===== config.mk =====
export PLATFORM = sky130hd
export DESIGN_NAME = mmu_utlb
export DESIGN_NICKNAME = d
export VERILOG_FILES = /design/src/rtl/mmu_utlb.sv
export SDC_FILE = /design/constraint.sdc
export NUM_CORES = 1
export LEC_CHECK = 0
export ABC_CLOCK_PERIOD_IN_PS = 6050
export CORE_ASPECT_RATIO = 0.8
export CORE_UTILIZATION = 53
export CTS_CLUSTER_SIZE = 12
export DETAILED_ROUTE_END_ITERATION = 10
export MAX_ROUTING_LAYER = met4
export PLACE_DENSITY_LB_ADDON = 0.12
export SKIP_LAST_GASP = 1
export SYNTH_ARGS = -nofsm -noshare
export SYNTH_HDL_FRONTEND = slang
export SYNTH_SLANG_ARGS = --single-unit

===== constraint.sdc =====
create_clock -name clk -period 6.05 [get_ports clk]
set_input_delay 0.9075 -clock clk [delete_from_list [all_inputs] [get_ports clk]]
set_output_delay 0.9075 -clock clk [all_outputs]
set_load 0.05 [all_outputs]

===== src/rtl/mmu_utlb.sv =====
// Multi-channel MMU front end: a private fully-associative micro-TLB per
// channel gives a 1-cycle hit path; misses are refilled one at a time from the
// shared main TLB through a round-robin arbitrated request/ack port.
module mmu_utlb #(
   parameter int N_CH       = 2,
   parameter int UTLB_DEPTH = 4,
   parameter int ASID_W     = 8
) (
   input  logic                 clk,
   input  logic                 reset,
   input  logic [ASID_W-1:0]    asid,
   input  logic                 kseg0_uncached,
   input  logic                 is_user_mode,
   input  logic                 tlb_flush,
   input  logic [N_CH-1:0]      ch_req,
   output logic [N_CH-1:0]      ch_ready,
   input  logic [32*N_CH-1:0]   ch_vaddr,
   input  logic [N_CH-1:0]      ch_store,
   output logic [N_CH-1:0]      ch_resp_valid,
   output logic [32*N_CH-1:0]   ch_paddr,
   output logic [N_CH-1:0]      ch_uncached,
   output logic [4*N_CH-1:0]    ch_ex,
   output logic                 mtlb_req,
   output logic [19:0]          mtlb_vpn,
   input  logic                 mtlb_ack,
   input  logic                 mtlb_hit,
   input  logic [19:0]          mtlb_pfn,
   input  logic                 mtlb_v,
   input  logic                 mtlb_d,
   input  logic                 mtlb_g,
   input  logic                 mtlb_uncached
);
   localparam int PW = $clog2(UTLB_DEPTH);
   localparam int CW = (N_CH > 1) ? $clog2(N_CH) : 1;
   localparam logic [3:0] EX_ILL = 4'b1000, EX_REFILL = 4'b0100, EX_INV = 4'b0010, EX_MOD = 4'b0001;

   typedef enum logic [1:0] {IDLE, CHECK, WAIT} st_e;

   st_e                   st_q    [N_CH], st_d    [N_CH];
   logic [31:0]           va_q    [N_CH], va_d    [N_CH];
   logic [31:0]           pa_q    [N_CH], pa_d    [N_CH];
   logic [3:0]            ex_q    [N_CH], ex_d    [N_CH];
   logic [PW-1:0]         vp_q    [N_CH], vp_d    [N_CH];
   logic [UTLB_DEPTH-1:0] ev_q    [N_CH], ev_d    [N_CH];
   logic [UTLB_DEPTH-1:0] ed_q    [N_CH], ed_d    [N_CH];
   logic [UTLB_DEPTH-1:0] eg_q    [N_CH], eg_d    [N_CH];
   logic [UTLB_DEPTH-1:0] eu_q    [N_CH], eu_d    [N_CH];
   logic [19:0]           evpn_q  [N_CH][UTLB_DEPTH], evpn_d  [N_CH][UTLB_DEPTH];
   logic [19:0]           epfn_q  [N_CH][UTLB_DEPTH], epfn_d  [N_CH][UTLB_DEPTH];
   logic [ASID_W-1:0]     easid_q [N_CH][UTLB_DEPTH], easid_d [N_CH][UTLB_DEPTH];
   logic [N_CH-1:0]       store_q, store_d, rv_q, rv_d, unc_q, unc_d;
   logic                  busy_q, busy_d, flp_q, flp_d;
   logic [CW-1:0]         gnt_q, gnt_d, rr_q, rr_d;

   // Channel FSMs, uTLB lookup/fill, flush and refill arbitration
   always_comb begin : p_next
      logic          hit, done, found;
      logic [PW-1:0] hidx, fidx;
      logic [31:0]   va;
      int            idx;
      st_d = st_q;  va_d = va_q;  pa_d = pa_q;  ex_d = ex_q;  vp_d = vp_q;
      ev_d = ev_q;  ed_d = ed_q;  eg_d = eg_q;  eu_d = eu_q;
      evpn_d = evpn_q;  epfn_d = epfn_q;  easid_d = easid_q;
      store_d = store_q;  rv_d = '0;  unc_d = unc_q;
      busy_d = busy_q;  flp_d = flp_q;  gnt_d = gnt_q;  rr_d = rr_q;
      ch_ready = '0;
      for (int i = 0; i < N_CH; i++) begin
         va   = va_q[i];
         done = 1'b0;
         hit  = 1'b0;
         hidx = '0;
         fidx = vp_q[i];
         // descending scans so the lowest matching / free entry wins
         for (int e = UTLB_DEPTH-1; e >= 0; e--) begin
            if (ev_q[i][e] && evpn_q[i][e] == va[31:12] && (eg_q[i][e] || easid_q[i][e] == asid)) begin
               hit  = 1'b1;
               hidx = PW'(e);
            end
            if (!ev_q[i][e]) fidx = PW'(e);
         end
         case (st_q[i])
            IDLE: done = 1'b1;
            CHECK: begin
               done     = 1'b1;
               rv_d[i]  = 1'b1;
               pa_d[i]  = '0;
               unc_d[i] = 1'b0;
               ex_d[i]  = '0;
               if (is_user_mode && va[31]) begin
                  ex_d[i] = EX_ILL;
               end else if (va[31:30] == 2'b10) begin
                  pa_d[i]  = {3'b000, va[28:0]};
                  unc_d[i] = (va[31:29] == 3'b101) || (kseg0_uncached && va[31:29] == 3'b100);
               end else if (hit) begin
                  pa_d[i]  = {epfn_q[i][hidx], va[11:0]};
                  unc_d[i] = eu_q[i][hidx];
                  if (store_q[i] && !ed_q[i][hidx]) ex_d[i] = EX_MOD;
               end else begin
                  done     = 1'b0;
                  rv_d[i]  = 1'b0;
                  pa_d[i]  = pa_q[i];
                  unc_d[i] = unc_q[i];
                  ex_d[i]  = ex_q[i];
                  st_d[i]  = WAIT;
               end
            end
            WAIT: begin
               if (busy_q && gnt_q == CW'(i) && mtlb_ack) begin
                  st_d[i]  = IDLE;
                  rv_d[i]  = 1'b1;
                  pa_d[i]  = '0;
                  unc_d[i] = 1'b0;
                  ex_d[i]  = '0;
                  if (!mtlb_hit) ex_d[i] = EX_REFILL;
                  else if (!mtlb_v) ex_d[i] = EX_INV;
                  else begin
                     pa_d[i]  = {mtlb_pfn, va[11:0]};
                     unc_d[i] = mtlb_uncached;
                     if (store_q[i] && !mtlb_d) ex_d[i] = EX_MOD;
                     // a flush seen while the lookup was in flight makes the result stale
                     if (!(tlb_flush || flp_q)) begin
                        ev_d[i][fidx]    = 1'b1;
                        ed_d[i][fidx]    = mtlb_d;
                        eg_d[i][fidx]    = mtlb_g;
                        eu_d[i][fidx]    = mtlb_uncached;
                        evpn_d[i][fidx]  = va[31:12];
                        epfn_d[i][fidx]  = mtlb_pfn;
                        easid_d[i][fidx] = asid;
                        vp_d[i]          = vp_q[i] + PW'(1);
                     end
                  end
               end
            end
            default: st_d[i] = IDLE;
         endcase
         if (done) begin
            ch_ready[i] = 1'b1;
            if (ch_req[i]) begin
               va_d[i]    = ch_vaddr[32*i +: 32];
               store_d[i] = ch_store[i];
               st_d[i]    = CHECK;
            end else begin
               st_d[i] = IDLE;
            end
         end
      end
      if (tlb_flush) for (int i = 0; i < N_CH; i++) ev_d[i] = '0;
      // single outstanding lookup; round-robin grant starting at rr_q
      if (busy_q) begin
         if (tlb_flush) flp_d = 1'b1;
         if (mtlb_ack) begin
            busy_d = 1'b0;
            flp_d  = 1'b0;
         end
      end else begin
         found = 1'b0;
         for (int k = 0; k < N_CH; k++) begin
            idx = (int'(rr_q) + k) % N_CH;
            if (!found && st_q[idx] == WAIT) begin
               found  = 1'b1;
               busy_d = 1'b1;
               flp_d  = 1'b0;
               gnt_d  = CW'(idx);
               rr_d   = CW'((idx + 1) % N_CH);
            end
         end
      end
   end

   // Control state, valid bits and response registers
   always_ff @(posedge clk or negedge reset) begin
      if (!reset) begin
         for (int i = 0; i < N_CH; i++) begin
            st_q[i] <= IDLE;
            va_q[i] <= '0;
            pa_q[i] <= '0;
            ex_q[i] <= '0;
            vp_q[i] <= '0;
            ev_q[i] <= '0;
         end
         store_q <= '0;
         rv_q    <= '0;
         unc_q   <= '0;
         busy_q  <= 1'b0;
         flp_q   <= 1'b0;
         gnt_q   <= '0;
         rr_q    <= '0;
      end else begin
         st_q    <= st_d;
         va_q    <= va_d;
         pa_q    <= pa_d;
         ex_q    <= ex_d;
         vp_q    <= vp_d;
         ev_q    <= ev_d;
         store_q <= store_d;
         rv_q    <= rv_d;
         unc_q   <= unc_d;
         busy_q  <= busy_d;
         flp_q   <= flp_d;
         gnt_q   <= gnt_d;
         rr_q    <= rr_d;
      end
   end

   // Entry payload is only meaningful under its valid bit, so it needs no reset
   always_ff @(posedge clk) begin
      ed_q    <= ed_d;
      eg_q    <= eg_d;
      eu_q    <= eu_d;
      evpn_q  <= evpn_d;
      epfn_q  <= epfn_d;
      easid_q <= easid_d;
   end

   // Flatten per-channel results and select the granted VPN
   always_comb begin
      mtlb_vpn = '0;
      for (int i = 0; i < N_CH; i++) begin
         ch_paddr[32*i +: 32] = pa_q[i];
         ch_ex[4*i +: 4]      = ex_q[i];
         if (gnt_q == CW'(i)) mtlb_vpn = va_q[i][31:12];
      end
   end

   assign ch_resp_valid = rv_q;
   assign ch_uncached   = unc_q;
   assign mtlb_req      = busy_q;

endmodule


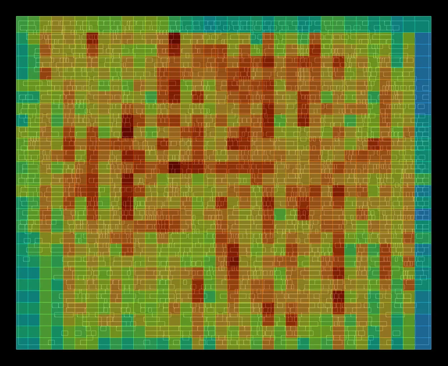
(images/congestion.png)
drt wl/cell: 24.05 um
GRT Max-Usage Layer: met2
met3 GRT Util: 4.419%
Total GRT Usage: 27.90%
Final Core Density: 63.67%

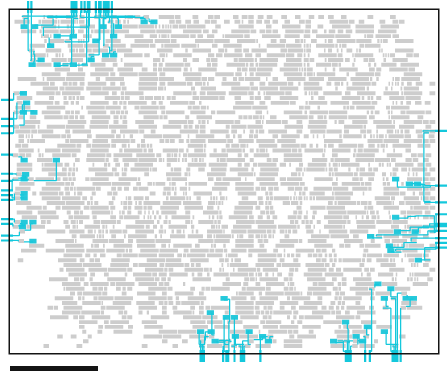
(images/io_fan.png)
The bar under the picture is 50 um long.
Cyan stands for ch_vaddr, bits 64, direction input, end cells 64, wire 1560 um.

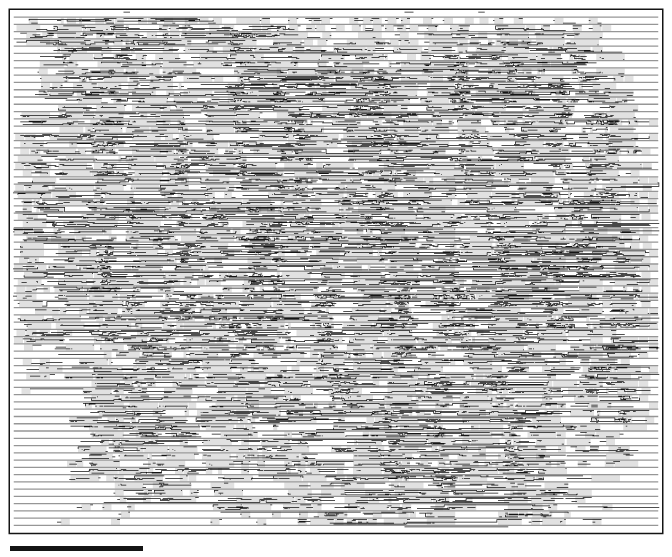
(images/layer_met1.png)
The bar under the picture is 50 um long. Supply wires on this layer in grey. Cells faint in the background.
1956 nets have wire on it. The layer holds 43% of the routed length.

area by class of cell:
cell class / instances / share of cell area [%]
Sequential cell: 570 / 55.70
Multi-Input combinational cell: 1070 / 27.00
Timing Repair Buffer: 260 / 8.467
Clock buffer: 99 / 5.582
Tap cell: 612 / 2.616
Inverter: 32 / 0.4103
Clock inverter: 7 / 0.2265
Yosys cell counts (all sizes together) (17+ instances only):
cell    count  area, um^2
edfxtp    408       12250
xor2      187        1638
nand2     167       634.4
dfrtp     162        4054
mux2      106        1194
nand3      71       372.9
nor4       71       444.2
buf        61       426.7
clkbuf     59       221.5
mux2i      58       580.6
a21oi      42       214.0
o21ai      42       214.0
xnor2      41       359.1
nor2       34       127.6
inv        31       116.4
nand4      23       143.9
o31ai      22       220.2
a221oi     20       181.4
a22oi      18       135.1
o21a       18       135.1
a32oi      17       148.9
nor3       17       96.35
o32a       17       170.2
registers in the layout, indices dropped and copies added (netlist names), 32 cells and up:
name       cells
ch_paddr      64
easid_q       64
epfn_q       160
evpn_q       160
p_next.va     32
va_q          32
worst paths after layout:
path	from	to	slack, ns
worst max-delay path	asid[6]	ch_ready[0]	0.48
worst min register to register	ch_paddr[41]	ch_paddr[41]	0.46
max in group asynchronous	reset	ch_paddr[11]	4.76
min in group clk	ch_paddr[41]	ch_paddr[41]	0.46
worst min-delay path	reset	p_next.va[18]	0.32
worst max register to register	va_q[52]	ch_paddr[25]	2.10
critical path, stage by stage:
cell and delay (ns):
clkdlybuf4s50_1 0.81, xor2_1 0.31, nor4_1 0.43, a21oi_1 0.16, or4_1 0.60, and2_1 0.25, nand3_2 0.15, a21o_2 0.21
clkdlybuf4s50_1 0.82
stage by stage:
step,hold slack (ns),worst slack [ns],power (uW),cells
after floorplan,0.4461,0.2746,8957,1792
after global placement,0.4498,0.4546,10840,2544
after detailed placement,0.4549,0.4616,10960,2544
after CTS,0.3629,0.4470,14250,2650
after global routing,0.3970,0.2517,14810,2650
final,0.3231,0.4795,14200,2650
per-layer routing:
| layer | GRT usage [%] | vias up | part of all wire (%) |
|---|---|---|---|
| met4 | 7.130 | 0 | 2.3 |
| met3 | 4.419 | 95 | 8.9 |
| met5 | - | - | 0 |
| met1 | 40.13 | 7942 | 43 |
| met2 | 41.66 | 687 | 46 |
| li1 | - | 7055 | - |
placed cells by master (no fill, tap or decap), drive strengths merged, types with 33 or more instances in the layout:
cell type,instances
edfxtp,408
clkdlybuf4s50,204
xor2,187
nand2,167
dfrtp,162
mux2,106
clkbuf,99
nor4,71
nand3,71
mux2i,58
buf,56
a21oi,42
o21ai,42
xnor2,41
nor2,34
inv,33
cell families (layout without fill, tap and decap cells):
| family | Yosys count | count (layout) | share of synthesized area, % |
|---|---|---|---|
| multiplexers | 164 | 164 | 7.131 |
| flip-flops | 570 | 570 | 65.54 |
| XOR/XNOR | 228 | 228 | 8.026 |
| AND-OR/OR-AND | 230 | 230 | 6.809 |
| buffers and inverters | 152 | 398 | 3.088 |
| AND/OR/NAND/NOR | 441 | 441 | 9.057 |
| adder cells (fa/ha/maj) | 7 | 7 | 0.3520 |
==> results.yml <==
# synthesis and place-and-route metrics
final_timing:
  fin_crit_ns: 5.570
  fmax_mhz: 179.5
  finalSetupViolCount: 0
  tightestPinTransition_ns: 1.241
  setup_tns_ns: 0
  slew_viol_final: 0
  period_used_pct: 92.07
  relSlewSlack_pct: 17.04
  finalHoldViolCount: 0
  rsz0062_at_grt: "false"
floorplan:
  fp.coreArea_um2: 45980
  die_h_um: 195.8
  dieArea_um2: 47820
  initial_core_util_pct: 54.11
  rows: 70
  die-width_um: 244.2
  ios: 206
route:
  first_iter_violations: 1611
  drtPass1Iterations: 5
  postRouteAntennaNets: 0
  vias: 15780
  drc: 0
  viasPerCell: 5.954
  wirelength_um: 63730
global_routing:
  grt_pass1_vias: 15310
  antenna_found_initial: 1
cells_and_area:
  fill_cells: 3419
  area_growth_syn_to_layout_pct: 17.66
  antenna_cells: 0
  drive_gt1_share_pct: 11.68
  layout.area.comb_um2: 7904
  nets: 2104
  design_area_um2: 29270
  ff_latch_area_um2: 16310
clock_network:
  cts_resized: 0
  cts-root-buf: "clkbuf_16"
  cts_buffers: 56
  cts_tree: "done"
  cts.sinks: 570
  clockBufferDepth: 3
  cts_setup_buffers: 0
  cts_hold_buf: 0
  clock.latency.late_pin_ns: 0.62
  htreeDepth: 2
pwr:
  p_clk_share_pct: 23.2
  switching_share_pct: 39.84
  peakVddDrop_mv: 0.5300
  p_leak_uw: 0.01081
  pg_clk_uw: 3300
  switchingPower_uw: 5658
  pg_seq_uw: 5660
  internal_power_uw: 8544
  power_frac_seq_pct: 39.9
  top_power_group: "sequential cells"
  p_comb_share_pct: 36.9
critical_path:
  required_ns: 5.14
  endpoint_kind: "output pin"
  cp_max_fo: 16
  ff2ff_path_depth: 9
  worstSetupPathType: "input pin to output pin"
  start_kind: "input pin"
place:
  dpl_cell_area_um2: 27570
  io_buffer_count: 205
  dp_hpwl_um: 42400
  gp_congestion: 0.8982
yosys:
  ys.flops: 570
  synth_seq_share_pct: 65.54
  ys_warn_count: 0
  async_flop_share_pct: 28.42
  ys.flop_type: "edfxtp_1"
  synth-edff-count: 408
  yosysUniqueCellTypes: 70
  synth_nets: 1906
  synthCells: 1792
  syn_area_um2: 24880
  avgSynthCellArea_um2: 13.88
hold_path:
  hp-class: "input pin to async pin"
flow_run:
  max_cap_viol_count: 0
  warning_count: 30
outcome:
  status: "finished, final reports clean"
Power and IR drop assume default switching activity.
